### config.mk
export PLATFORM = sky130hd
export DESIGN_NAME = hs_unit_rr_arb_slice
export DESIGN_NICKNAME = d
export VERILOG_FILES = /design/src/rtl/hs_unit_rr_arb_slice.sv
export SDC_FILE = /design/constraint.sdc
export NUM_CORES = 1
export LEC_CHECK = 0
export ABC_AREA = 1
export CAP_MARGIN = 20
export CORE_UTILIZATION = 44
export CTS_CLUSTER_SIZE = 14
export DETAILED_ROUTE_END_ITERATION = 8
export HOLD_SLACK_MARGIN = 0.08
export PLACE_DENSITY = 0.88
export SLEW_MARGIN = 20
export SYNTH_ARGS = -nofsm -noshare
export SYNTH_HDL_FRONTEND = slang
export SYNTH_SLANG_ARGS = --single-unit
### constraint.sdc
create_clock -name clk -period 10.1 [get_ports clk]
set_input_delay 3.03 -clock clk [delete_from_list [all_inputs] [get_ports clk]]
set_output_delay 3.03 -clock clk [all_outputs]
set_load 0.02 [all_outputs]
### src/rtl/hs_unit_rr_arb_slice.sv
// Round-robin N-to-1 arbiter into a single registered output slot.
// Carries the winning requester index alongside the payload.
module hs_unit_rr_arb_slice #(
  parameter type DATA_TYPE = logic [31:0],
  parameter DATA_TYPE RESET_VALUE = '0,
  parameter int NUM_REQ = 4,
  localparam int ID_W = (NUM_REQ > 1) ? $clog2(NUM_REQ) : 1
) (
  input  logic               clk,
  input  logic               aresetn,
  input  logic [NUM_REQ-1:0] req_valid,
  input  DATA_TYPE           req_data [NUM_REQ],
  output logic [NUM_REQ-1:0] req_ready,
  output logic               out_valid,
  output DATA_TYPE           out_data,
  output logic [ID_W-1:0]    out_id,
  input  logic               out_ready
);

  typedef enum logic {EMPTY, FULL} state_t;

  state_t            state_q;
  state_t            state_d;
  logic [ID_W-1:0]   ptr;
  logic [ID_W-1:0]   gidx;
  logic [ID_W-1:0]   ptr_nxt;
  logic [NUM_REQ-1:0] gnt;
  logic              found;
  logic              load_en;
  logic              xfer;

  // Scan distances from ptr; the nearest valid requester wins.
  always_comb begin
    gnt   = '0;
    gidx  = '0;
    found = 1'b0;
    for (int k = 0; k < NUM_REQ; k++) begin
      for (int i = 0; i < NUM_REQ; i++) begin
        if (!found && req_valid[i] &&
            ((int'(ptr) + k) % NUM_REQ) == i) begin
          found  = 1'b1;
          gidx   = ID_W'(i);
          gnt[i] = 1'b1;
        end
      end
    end
  end

  assign out_valid = (state_q == FULL);
  assign load_en   = !out_valid || out_ready;
  assign req_ready = load_en ? gnt : '0;
  assign xfer      = load_en && found;
  assign ptr_nxt   = (gidx == ID_W'(NUM_REQ - 1))
                   ? '0 : gidx + 1'b1;

  always_comb begin
    state_d = state_q;
    unique case (state_q)
      EMPTY: if (found) state_d = FULL;
      FULL:  if (out_ready && !found) state_d = EMPTY;
      default: state_d = EMPTY;
    endcase
  end

  always_ff @(posedge clk or negedge aresetn) begin
    if (!aresetn) begin
      state_q <= EMPTY;
    end else begin
      state_q <= state_d;
    end
  end

  always_ff @(posedge clk or negedge aresetn) begin
    if (!aresetn) begin
      out_data <= RESET_VALUE;
      out_id   <= '0;
      ptr      <= '0;
    end else if (xfer) begin
      out_data <= req_data[gidx];
      out_id   <= gidx;
      ptr      <= ptr_nxt;
    end
  end

endmodule

==> impl_metrics.env <==
# source this file to load flow results
export IMPL_status="complete, no violations"
export IMPL_combinationalPower_w=0.00115
export IMPL_h_tree_depth=2
export IMPL_timing_final_ws_setup_ns=0.8153
export IMPL_top_area_share_pct=27.40
export IMPL_clk_pin_slew_ns=0.07
export IMPL_top_usage_layer="met2"
export IMPL_path_buffers=6
export IMPL_postSynthSeqShare_pct=27.40
export IMPL_reg2reg_to="out_data[3]"
export IMPL_cts_tree="yes"
export IMPL_synthCells=603
export IMPL_swShare_pct=52.26
export IMPL_pin_count=174
export IMPL_grt_overflow_total=0
export IMPL_drtAntennaViolNets=0
export IMPL_power_largest_group="combinational logic"
export IMPL_ff_latch_area_sq_um=925.9
export IMPL_comb_area_share_pct=32.98
export IMPL_buf_share_pct=33.92
==> images/met1.png <==
Supply wires on this layer in grey.
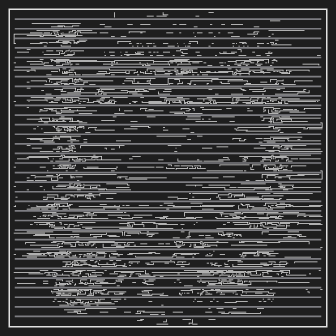
wire length on this layer	4170 microns
main direction	horizontal
longest straight run	40.0 microns
share of all routed wire	40%
nets with wire on the layer	767
M1 GR Usage: 31.69%
Routed WL: 10520 microns
via count: 4230

==> images/met2.png <==
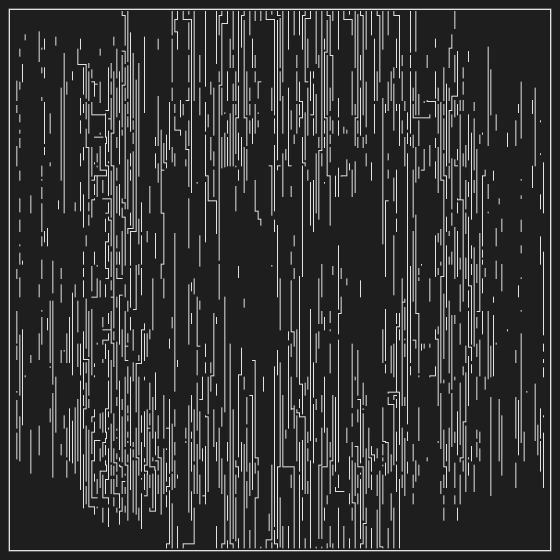
share of all routed wire	49%
nets with wire on the layer	674
longest straight run	44.9 microns
wire length on this layer	5190 microns
main direction	vertical
met2 GRT Util: 45.25%

==> images/met3.png <==
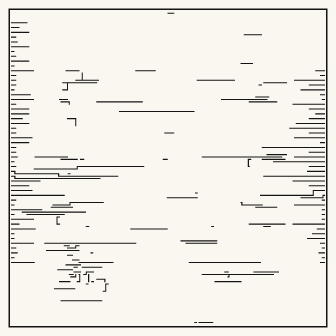
share of all routed wire	9.0%
longest straight run	25.8 microns
nets with wire on the layer	137
wire length on this layer	944 microns
main direction	horizontal
met3 usage: 4.845%

==> images/met4.png <==
Bar = 20 microns. Supply wires on this layer in grey. Cells faint in the background.
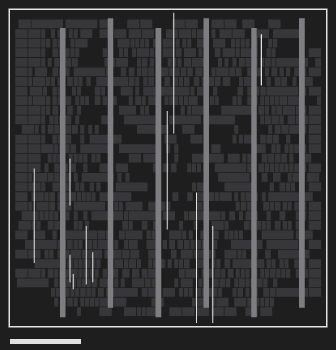
share of all routed wire	2.1%
main direction	vertical
longest straight run	36.7 microns

